<file path="config.mk">
export PLATFORM = sky130hd
export DESIGN_NAME = load_store_unit
export DESIGN_NICKNAME = d
export VERILOG_FILES = /design/src/rtl/load_store_unit.sv
export SDC_FILE = /design/constraint.sdc
export NUM_CORES = 1
export LEC_CHECK = 0
export ABC_AREA = 1
export CAP_MARGIN = 20
export CORE_ASPECT_RATIO = 0.7
export CORE_MARGIN = 10
export CORE_UTILIZATION = 45
export DETAILED_ROUTE_END_ITERATION = 10
export PLACE_DENSITY = 0.86
export SYNTH_ARGS = -nofsm -noshare
export SYNTH_HDL_FRONTEND = slang
export SYNTH_SLANG_ARGS = --single-unit
export TNS_END_PERCENT = 1
</file>
<file path="constraint.sdc">
create_clock -name clk -period 3.1 [get_ports clk]
set_input_delay 0.62 -clock clk [delete_from_list [all_inputs] [get_ports clk]]
set_output_delay 0.62 -clock clk [all_outputs]
set_load 0.05 [all_outputs]
</file>
<file path="src/rtl/load_store_unit.sv">
// RV64 load/store sequencer for a doubleword-only data memory.
// Sub-doubleword stores use read-modify-write; bad requests get an error response.
module load_store_unit #(
  parameter int MEM_BYTES = 1024
) (
  input  logic        clk,
  input  logic        reset,
  input  logic        req_valid,
  output logic        req_ready,
  input  logic        req_store,
  input  logic [2:0]  req_funct3,
  input  logic [63:0] req_address,
  input  logic [63:0] req_wdata,
  output logic        resp_valid,
  input  logic        resp_ready,
  output logic [63:0] resp_data,
  output logic        resp_error,
  output logic [63:0] mem_address,
  output logic [63:0] mem_write_data,
  output logic        mem_read,
  output logic        mem_write,
  input  logic [63:0] mem_read_data
);
  localparam logic [63:0] LAST = 64'(MEM_BYTES - 8);

  typedef enum logic [2:0] {
    IDLE, LOAD, RMW_READ, RMW_WRITE, WRITE, RESP
  } state_t;

  state_t      state, state_nx;
  logic [2:0]  f3_q;
  logic [63:0] addr_q;
  logic [63:0] wdata_q;
  logic [63:0] merged_q;
  logic [63:0] rdata_q;
  logic        err_q;
  logic        accept;
  logic        bad;
  logic [63:0] load_ext;
  logic [63:0] merge_val;

  assign accept = req_valid && req_ready;
  assign bad = (req_address > LAST)
            || (!req_store && req_funct3 == 3'b111)
            || (req_store && req_funct3[2]);

  assign resp_data  = (state == RESP) ? rdata_q : 64'd0;
  assign resp_error = (state == RESP) && err_q;

  // Size and sign handling of the loaded doubleword.
  always_comb begin
    load_ext = mem_read_data;
    unique case (f3_q)
      3'b000:  load_ext = {{56{mem_read_data[7]}}, mem_read_data[7:0]};
      3'b001:  load_ext = {{48{mem_read_data[15]}}, mem_read_data[15:0]};
      3'b010:  load_ext = {{32{mem_read_data[31]}}, mem_read_data[31:0]};
      3'b100:  load_ext = {56'd0, mem_read_data[7:0]};
      3'b101:  load_ext = {48'd0, mem_read_data[15:0]};
      3'b110:  load_ext = {32'd0, mem_read_data[31:0]};
      default: load_ext = mem_read_data;
    endcase
  end

  // Splice store bytes into the doubleword read back from memory.
  always_comb begin
    merge_val = wdata_q;
    unique case (f3_q[1:0])
      2'b00:   merge_val = {mem_read_data[63:8], wdata_q[7:0]};
      2'b01:   merge_val = {mem_read_data[63:16], wdata_q[15:0]};
      2'b10:   merge_val = {mem_read_data[63:32], wdata_q[31:0]};
      default: merge_val = wdata_q;
    endcase
  end

  // Next state and memory/handshake outputs; reset masks memory strobes.
  always_comb begin
    state_nx       = state;
    req_ready      = 1'b0;
    resp_valid     = 1'b0;
    mem_read       = 1'b0;
    mem_write      = 1'b0;
    mem_address    = 64'd0;
    mem_write_data = 64'd0;
    unique case (state)
      IDLE: begin
        req_ready = 1'b1;
        if (req_valid) begin
          if (bad)                      state_nx = RESP;
          else if (!req_store)          state_nx = LOAD;
          else if (req_funct3 == 3'b011) state_nx = WRITE;
          else                          state_nx = RMW_READ;
        end
      end
      LOAD: begin
        mem_read    = 1'b1;
        mem_address = addr_q;
        state_nx    = RESP;
      end
      RMW_READ: begin
        mem_read    = 1'b1;
        mem_address = addr_q;
        state_nx    = RMW_WRITE;
      end
      RMW_WRITE: begin
        mem_write      = 1'b1;
        mem_address    = addr_q;
        mem_write_data = merged_q;
        state_nx       = RESP;
      end
      WRITE: begin
        mem_write      = 1'b1;
        mem_address    = addr_q;
        mem_write_data = wdata_q;
        state_nx       = RESP;
      end
      RESP: begin
        resp_valid = 1'b1;
        if (resp_ready) state_nx = IDLE;
      end
      default: state_nx = IDLE;
    endcase
    if (reset) begin
      mem_read       = 1'b0;
      mem_write      = 1'b0;
      mem_address    = 64'd0;
      mem_write_data = 64'd0;
    end
  end

  // State register.
  always_ff @(posedge clk) begin
    if (reset) state <= IDLE;
    else       state <= state_nx;
  end

  // Request latch, load result capture and RMW merge register.
  always_ff @(posedge clk) begin
    if (reset) begin
      f3_q     <= 3'd0;
      addr_q   <= 64'd0;
      wdata_q  <= 64'd0;
      merged_q <= 64'd0;
      rdata_q  <= 64'd0;
      err_q    <= 1'b0;
    end else begin
      if (accept) begin
        f3_q    <= req_funct3;
        addr_q  <= req_address;
        wdata_q <= req_wdata;
        rdata_q <= 64'd0;
        err_q   <= bad;
      end
      if (state == LOAD)     rdata_q  <= load_ext;
      if (state == RMW_READ) merged_q <= merge_val;
    end
  end
endmodule
</file>
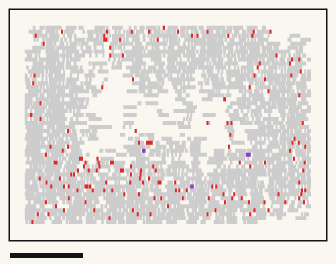
Run 1: logic cells by family
Scale bar: 50 um.
inverters -> red  # cells 160, where widely spread
AND and OR gates -> purple  # cells 3

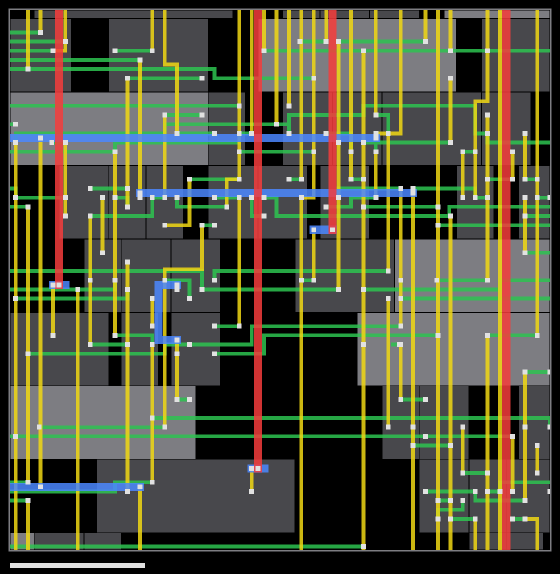
Run 1: zoomed window
Scale bar: 5 um. Region (98, 100) to (118, 120) um. Cells in grey, sequential cells in the stronger grey; small squares are vias.
met1 -> green
met2 -> yellow
met3 -> blue
met4 -> red
sequential cells in the window = 5
cells with their middle in the window = 34
netlist names of flops here include = wdata_q (3), merged_q (2)
most frequent = nand2_1 (10), a21oi_1 (8), dfxtp_1 (5)

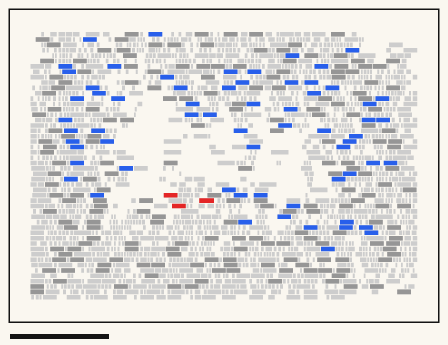
Run 1: register map, names as in the netlist
Scale bar: 50 um. Other sequential cells in the stronger grey, the rest of the logic in the fainter grey.
state -> red  # sequential cells 3
merged_q -> blue  # sequential cells 64
not coloured = 196
flip-flop and latch power: 4.64 mW
final core occ: 68.99%
sequential share of cell area: 28.58%

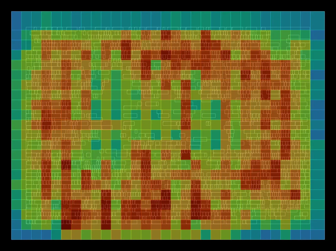
Run 1: track usage over the die
met3 usage: 6.787%
most crowded layer after global routing: met2
met1 usage: 32.94%
total track usage: 26.61%
average wire per cell in the routed design: 19.10 um

==> metrics.cfg, run 1 <==
[synthesis]
yosysSeqAreaShare_pct = 43.15
yosysCellCount = 1844
synth_flops = 263
synth-main-ff-cell = dfxtp_1
synth_area_mm2 = 0.01220
async_reset_ff_share_pct = 0
ys_top_cells_by_area = dfxtp_1 43%, a21oi_1 14%, nand2_1 14%
aoi_share_pct = 21.97
synth_cell_type_count = 27
ys_sh_adder_pct = 0
top_area_cell = dfxtp_1
top_logic_kind = simple AND/OR/NAND/NOR gates
synth.avg_cell_area_um2 = 6.616
yosysWarnings = 0

[timing]
finalSetupViolations = 0
hold_ws_ns = 0.4551
hold_viol = 0
tightest_slew_ns = 0.8702
rsz0062_at_grt = true
fmax_ghz = 0.3303
tns_ns = 0
setup_slack_ns = 0.07199

[final_layout]
layout_top_cells = 452 x nand2_1, 343 x a21oi_1, 262 x dfxtp_1, 200 x clkdlybuf4s50_1, 152 x inv_1
comb_area_mm2 = 0.005763
fillers = 2082
flop_area_mm2 = 0.005266
dominant_cells = combinational gates
final_area_mm2 = 0.01843
nMultiInputCombCells = 1272
n_all_inverters = 160
lay_top_count = nand2_1
clkbuf_count = 37

[die]
taps = 364
num_rows = 50
die_height_um = 157.8
die_area_mm2 = 0.03420

[placed_design]
dpl_worst_slack_ns = 0.1895
dp_cells = 2489
place_hpwl_um = 33620
place_area_mm2 = 0.01761

[setup_path]
critPathRequiredTime_ns = 2.48
slowest_stage = clkdlybuf4s50_1
critPathTopFamily = buffers and inverters
path_cells = inv_1, nor3_4, clkdlybuf4s50_1
r2r_slack_ns = 0.73
ff2ff_path_depth = 8
cp-end-kind = output port
crit_buf_inv = 2
critical_path_class = flip-flop to output port
crit_cells = 3
worstPathArrival_ns = 2.41
cp-start-kind = flip-flop

[power_and_ir_drop]
maxPowerGroup = combinational cells
seq_power_share_pct = 34.2
p_per_area_mw_per_mm2 = 735.0
p_clk_share_pct = 24.2
p_leak_nw = 6.797
intPower_mw = 7.998

[clock_network]
root_buffer = clkbuf_16
ctsResizeCount = 29
post_cts_buffers = 0
cts.sinks = 263
clk_pin_slew_ns = 0.07

[hold_path]
hold_class = flip-flop to flip-flop

[global_routing]
grt_pass1_wl_um = 73860
antenna_found_initial = 2

[drt]
top_layer = met4
first_pass_iters = 5
route.met2.wl_um = 22620
avgViaCountPerCell = 5.489
wl_met1_um = 19000
drtIter0Drc = 1590
vias = 13930

[run]
tool_warnings = 30

[outcome]
outcome = complete, no violations

--- run 2 (diff from run 1) ---
--- a/config.mk
+++ b/config.mk
@@ -11,6 +11,7 @@
 export CORE_MARGIN = 10
 export CORE_UTILIZATION = 45
 export DETAILED_ROUTE_END_ITERATION = 10
+export HOLD_SLACK_MARGIN = 0.1
 export PLACE_DENSITY = 0.86
 export SYNTH_ARGS = -nofsm -noshare
 export SYNTH_HDL_FRONTEND = slang
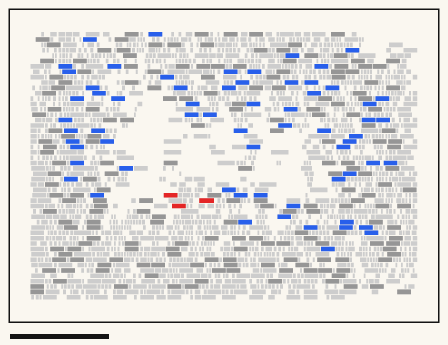
Run 2: register map, names as in the netlist
Scale bar: 50 um. Other sequential cells in the stronger grey, the rest of the logic in the fainter grey.
merged_q -> blue  # sequential cells 64
state -> red  # sequential cells 3

==> metrics.cfg, run 2 <==
[outcome]
outcome = complete, no violations  ; unchanged

[final_layout]
final_area_mm2 = 0.01843  ; unchanged
clkbuf_count = 37  ; unchanged
dominant_cells = combinational gates  ; unchanged
diodes = 3  ; unchanged
nMultiInputCombCells = 1272  ; unchanged
lay_top_count = nand2_1  ; unchanged
flop_area_mm2 = 0.005266  ; unchanged
n_all_inverters = 160  ; unchanged
comb_area_share_pct = 31.27  ; unchanged
layout_top_cells = 452 x nand2_1, 343 x a21oi_1, 262 x dfxtp_1, 200 x clkdlybuf4s50_1, 152 x inv_1  ; unchanged
area_growth_pct = 51.05  ; unchanged
buf_share_pct = 29.57  ; unchanged
seq_share_pct = 28.58  ; unchanged
ff_count = 263  ; unchanged
final_net_count = 2353  ; unchanged
fin_util_pct = 68.99  ; unchanged
comb_area_mm2 = 0.005763  ; unchanged
fillers = 2082  ; unchanged

[setup_path]
cp-start-kind = flip-flop  ; unchanged
crit_buf_inv = 2  ; unchanged
critical_path_class = flip-flop to output port  ; unchanged
critical_path.max_fanout = 5  ; unchanged
critPathTopFamily = buffers and inverters  ; unchanged
critPathRequiredTime_ns = 2.48  ; about the same
worstPathArrival_ns = 2.41  ; about the same
cp-startpoint = state[2]  ; unchanged
cp-end-kind = output port  ; unchanged
slowest_stage = clkdlybuf4s50_1  ; unchanged
r2r_slack_ns = 0.73  ; about the same
ff2ff_path_depth = 8  ; unchanged
path_cells = inv_1, nor3_4, clkdlybuf4s50_1  ; unchanged
crit_path_max_incr_delay_ns = 0.92  ; about the same
crit_cells = 3  ; unchanged

[timing]
tightest_slew_ns = 0.8702  ; unchanged
setup_slack_ns = 0.07199  ; unchanged
hold_viol = 0  ; unchanged
fmax_ghz = 0.3303  ; unchanged
rsz0062_at_grt = true  ; unchanged
finalSetupViolations = 0  ; unchanged
drv_slew = 0  ; unchanged
tns_ns = 0  ; unchanged
hold_ws_ns = 0.4551  ; unchanged

[synthesis]
yosys_area_mm2 = 0.01220  ; unchanged
synth_area_mm2 = 0.01220  ; unchanged
ys_sh_adder_pct = 0  ; unchanged
synth.avg_cell_area_um2 = 6.616  ; unchanged
yosysCellCount = 1844  ; unchanged
synth-main-ff-cell = dfxtp_1  ; unchanged
top_logic_kind = simple AND/OR/NAND/NOR gates  ; unchanged
top_area_cell = dfxtp_1  ; unchanged
aoi_share_pct = 21.97  ; unchanged
ys_top_cells_by_area = dfxtp_1 43%, a21oi_1 14%, nand2_1 14%  ; unchanged
synth_flops = 263  ; unchanged
top_cell_area_share_pct = 43.15  ; unchanged
edf_count = 0  ; unchanged
yosysSeqAreaShare_pct = 43.15  ; unchanged
top_cell = nand2_1  ; unchanged
async_reset_ff_share_pct = 0  ; unchanged
yosysWarnings = 0  ; unchanged
synth_cell_type_count = 27  ; unchanged

[placed_design]
dpl_worst_slack_ns = 0.1895  ; unchanged
place_hpwl_um = 33620  ; unchanged
place_area_mm2 = 0.01761  ; unchanged
dp_cells = 2489  ; unchanged
place_congestion = 0.8720  ; unchanged

[drt]
drtIter0Drc = 1590  ; unchanged
avgViaCountPerCell = 5.489  ; unchanged
vias = 13930  ; unchanged
ant_nets = 0  ; unchanged
wl_met1_um = 19000  ; unchanged
routedWlPerCell_um = 19.10  ; unchanged
routed_wl_um = 48470  ; unchanged
route.met2.wl_um = 22620  ; unchanged
top_layer = met4  ; unchanged
first_pass_iters = 5  ; unchanged

[hold_path]
hold_end = addr_q[15]  ; unchanged
hold_class = flip-flop to flip-flop  ; unchanged

[global_routing]
use_met1_pct = 32.94  ; unchanged
antenna_found_initial = 2  ; unchanged
grt_pass1_wl_um = 73860  ; unchanged
grtUsageTotal_pct = 26.61  ; unchanged
grt_use_met3_pct = 6.787  ; unchanged
grt.busiest_layer = met2  ; unchanged
grt_pass1_vias = 13120  ; unchanged
grt_use_met2_pct = 43.97  ; unchanged

[power_and_ir_drop]
ir_worst_vdd_uv = 415.8  ; unchanged
seq_power_share_pct = 34.2  ; about the same
comb_power_mw = 5.63  ; about the same
clock_net_power_mw = 3.28  ; about the same
powerSeq_mw = 4.64  ; about the same
maxPowerGroup = combinational cells  ; unchanged
intPower_mw = 7.998  ; unchanged
p_leak_nw = 6.797  ; unchanged
p_per_area_mw_per_mm2 = 735.0  ; unchanged
p_clk_share_pct = 24.2  ; about the same
swShare_pct = 40.95  ; unchanged

[clock_network]
ctsLongestPathBuffers = 3  ; unchanged
cts.sinks = 263  ; unchanged
clock.latency.late_pin_ns = 0.54  ; about the same
cts_buffers = 26  ; unchanged
ctsResizeCount = 29  ; unchanged
clk_pin_slew_ns = 0.07  ; about the same
post_cts_buffers = 0  ; unchanged
root_buffer = clkbuf_16  ; unchanged
holdBufCountCts = 0  ; unchanged

[run]
tool_warnings = 30  ; unchanged

[die]
die_area_mm2 = 0.03420  ; unchanged
die_height_um = 157.8  ; unchanged
initial_core_util_pct = 45.67  ; unchanged
num_rows = 50  ; unchanged
taps = 364  ; unchanged

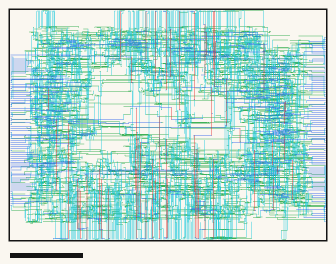
Run 2: routed metal, one colour a layer
Scale bar: 50 um.
met2 -> cyan  # wire length 22.6 mm
met1 -> green  # wire length 19,000 um
met3 -> blue  # wire length 4,940 um
met4 -> red  # wire length 1,900 um

--- run 3 (diff from run 2) ---
--- a/config.mk
+++ b/config.mk
@@ -11,6 +11,7 @@
 export CORE_MARGIN = 10
 export CORE_UTILIZATION = 45
 export DETAILED_ROUTE_END_ITERATION = 10
+export GPL_ROUTABILITY_DRIVEN = 0
 export HOLD_SLACK_MARGIN = 0.1
 export PLACE_DENSITY = 0.86
 export SYNTH_ARGS = -nofsm -noshare
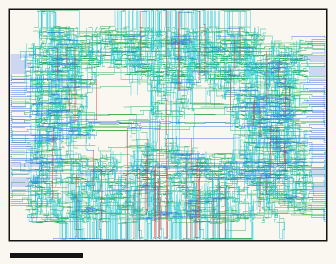
Run 3: routed metal, one colour a layer
Scale bar: 50 um.
met1 -> green  # wire length 19,000 um
met3 -> blue  # wire length 5,130 um
met2 -> cyan  # wire length 22.5 mm
met4 -> red  # wire length 1,850 um

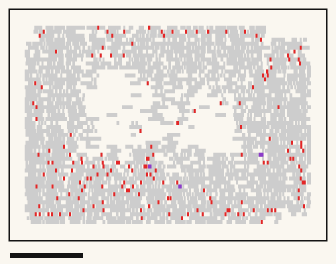
Run 3: logic cells by family
Scale bar: 50 um.
AND and OR gates -> purple  # cells 3
inverters -> red  # cells 160, where widely spread
final cell count without fillers: 2,536
Top cell excl fill/tap: nand2_1
logic share of the area: 31.30%

==> metrics.cfg, run 3 <==
[final_layout]
n_all_inverters = 160  ; unchanged
buf_share_pct = 29.84  ; was 29.57%
nMultiInputCombCells = 1272  ; unchanged
area_growth_pct = 50.88  ; was 51.05%
fillers = 2070  ; was 2,082
flop_area_mm2 = 0.005266  ; unchanged
layout_top_cells = 452 x nand2_1, 343 x a21oi_1, 262 x dfxtp_1, 200 x clkdlybuf4s50_1, 152 x inv_1  ; unchanged
seq_share_pct = 28.61  ; was 28.58%
final_area_mm2 = 0.01841  ; was 0.01843 mm^2
clkbuf_count = 39  ; was 37
diodes = 3  ; unchanged
dominant_cells = combinational gates  ; unchanged
layout-drive-gt1-share_pct = 12.40  ; was 13.40%
ff_count = 263  ; unchanged
final_net_count = 2349  ; was 2,353
comb_area_mm2 = 0.005762  ; was 0.005763 mm^2
fin_util_pct = 68.91  ; was 68.99%

[setup_path]
crit_cells = 5  ; was 3
critical_path.max_fanout = 32  ; was 5
worstPathArrival_ns = 2.42  ; was 2.41 ns
critPathRequiredTime_ns = 2.48  ; about the same
cp-end-kind = output port  ; unchanged
r2r_end = rdata_q[48]  ; was rdata_q[38]
slowest_stage = clkdlybuf4s15_1  ; was clkdlybuf4s50_1
r2r_slack_ns = 0.74  ; was 0.73 ns
ff2ff_path_depth = 6  ; was 8
crit_path_max_incr_delay_ns = 0.53  ; was 0.92 ns
path_cells = inv_1, nor3_2, inv_4, nor2_1, clkdlybuf4s15_1  ; was inv_1, nor3_4, clkdlybuf4s50_1
cp-startpoint = state[2]  ; unchanged
cp-start-kind = flip-flop  ; unchanged
critical_path_class = flip-flop to output port  ; unchanged
crit_buf_inv = 3  ; was 2
critPathTopFamily = buffers and inverters  ; unchanged
critPathCapture = resp_data[57]  ; was resp_valid
r2r_start = f3_q[1]  ; was state[0]

[hold_path]
hold_end = addr_q[17]  ; was addr_q[15]
worstHoldStart = addr_q[17]  ; was addr_q[15]
hold_class = flip-flop to flip-flop  ; unchanged

[clock_network]
cts.sinks = 263  ; unchanged
post_cts_buffers = 0  ; unchanged
cts_buffers = 26  ; unchanged
htreeDepth = 1  ; unchanged
cts_tree = yes  ; unchanged
ctsLongestPathBuffers = 3  ; unchanged
ctsResizeCount = 27  ; was 29
holdBufCountCts = 0  ; unchanged
clk_pin_slew_ns = 0.06  ; was 0.07 ns
root_buffer = clkbuf_16  ; unchanged
clock.latency.late_pin_ns = 0.55  ; was 0.54 ns

[drt]
wl_met1_um = 18980  ; was 19,000 um
avgViaCountPerCell = 5.545  ; was 5.489
vias = 14060  ; was 13,930
route.met2.wl_um = 22490  ; was 22,620 um
routed_wl_um = 48450  ; was 48,470 um
ant_nets = 0  ; unchanged
top_layer = met4  ; unchanged
routedWlPerCell_um = 19.11  ; was 19.10 um
first_pass_iters = 8  ; was 5
drtIter0Drc = 1485  ; was 1,590

[power_and_ir_drop]
ir_worst_vdd_uv = 704.2  ; was 415.8 uV
p_per_area_mw_per_mm2 = 723.4  ; was 735.0 mW/mm^2
clock_net_power_mw = 3.08  ; was 3.28 mW
seq_power_share_pct = 34.9  ; was 34.2%
intPower_mw = 7.748  ; was 7.998 mW
comb_power_share_pct = 42.0  ; was 41.5%
p_leak_nw = 6.782  ; was 6.797 nW
swShare_pct = 41.81  ; was 40.95%
comb_power_mw = 5.59  ; was 5.63 mW
p_clk_share_pct = 23.1  ; was 24.2%
p_switching_mw = 5.568  ; was 5.547 mW
powerSeq_mw = 4.65  ; was 4.64 mW
maxPowerGroup = combinational cells  ; unchanged

[synthesis]
yosysWarnings = 0  ; unchanged
ys_top_cells_by_area = dfxtp_1 43%, a21oi_1 14%, nand2_1 14%  ; unchanged
synth.avg_cell_area_um2 = 6.616  ; unchanged
aoi_share_pct = 21.97  ; unchanged
yosysCellCount = 1844  ; unchanged
synth_area_mm2 = 0.01220  ; unchanged
async_reset_ff_share_pct = 0  ; unchanged
synth_cell_type_count = 27  ; unchanged
top_cell_area_share_pct = 43.15  ; unchanged
top_logic_kind = simple AND/OR/NAND/NOR gates  ; unchanged
top_cell = nand2_1  ; unchanged
edf_count = 0  ; unchanged
syn_inst = 1844  ; unchanged
common_cells = 454 x nand2_1, 343 x a21oi_1, 263 x dfxtp_1, 154 x inv_1, 139 x nor2_1  ; unchanged
yosysSeqAreaShare_pct = 43.15  ; unchanged
ys_sh_adder_pct = 0  ; unchanged
yosys_area_mm2 = 0.01220  ; unchanged
synth-main-ff-cell = dfxtp_1  ; unchanged
synthSimpleGateAreaFrac_pct = 24.78  ; unchanged
synth_flops = 263  ; unchanged
top_area_cell = dfxtp_1  ; unchanged

[placed_design]
place_hpwl_um = 33240  ; was 33,620 um
dpl_worst_slack_ns = 0.2821  ; was 0.1895 ns
place_area_mm2 = 0.01758  ; was 0.01761 mm^2
dp_cells = 2485  ; was 2,489

[global_routing]
grtUsageTotal_pct = 26.64  ; was 26.61%
grt.busiest_layer = met2  ; unchanged
use_met1_pct = 33.17  ; was 32.94%
grt_pass1_wl_um = 74350  ; was 73,860 um
grt_remaining_overflow = 0  ; unchanged
grt_pass1_vias = 13370  ; was 13,120
grt_use_met3_pct = 7.073  ; was 6.787%
antenna_found_initial = 3  ; was 2
grt_use_met2_pct = 43.53  ; was 43.97%

[timing]
rsz0062_at_grt = true  ; unchanged
fin_crit_sh_pct = 97.93  ; was 97.68%
fmax_ghz = 0.3294  ; was 0.3303 GHz
setup_slack_ns = 0.06402  ; was 0.07199 ns
finalSetupViolations = 0  ; unchanged
tightest_slew_ns = 0.8699  ; was 0.8702 ns
hold_viol = 0  ; unchanged
fin_skew_ns = 0.01761  ; was 0.02512 ns
tns_ns = 0  ; unchanged
hold_ws_ns = 0.4521  ; was 0.4551 ns
drv_slew = 0  ; unchanged

[die]
io_pins = 397  ; unchanged
core-area_mm2 = 0.02671  ; unchanged
die_area_mm2 = 0.03420  ; unchanged
initial_core_util_pct = 45.67  ; unchanged
taps = 364  ; unchanged
die_height_um = 157.8  ; unchanged
num_rows = 50  ; unchanged

[run]
tool_warnings = 29  ; was 30

[outcome]
outcome = complete, no violations  ; unchanged

No activity file was given, so power comes from the tool's default toggle rates.
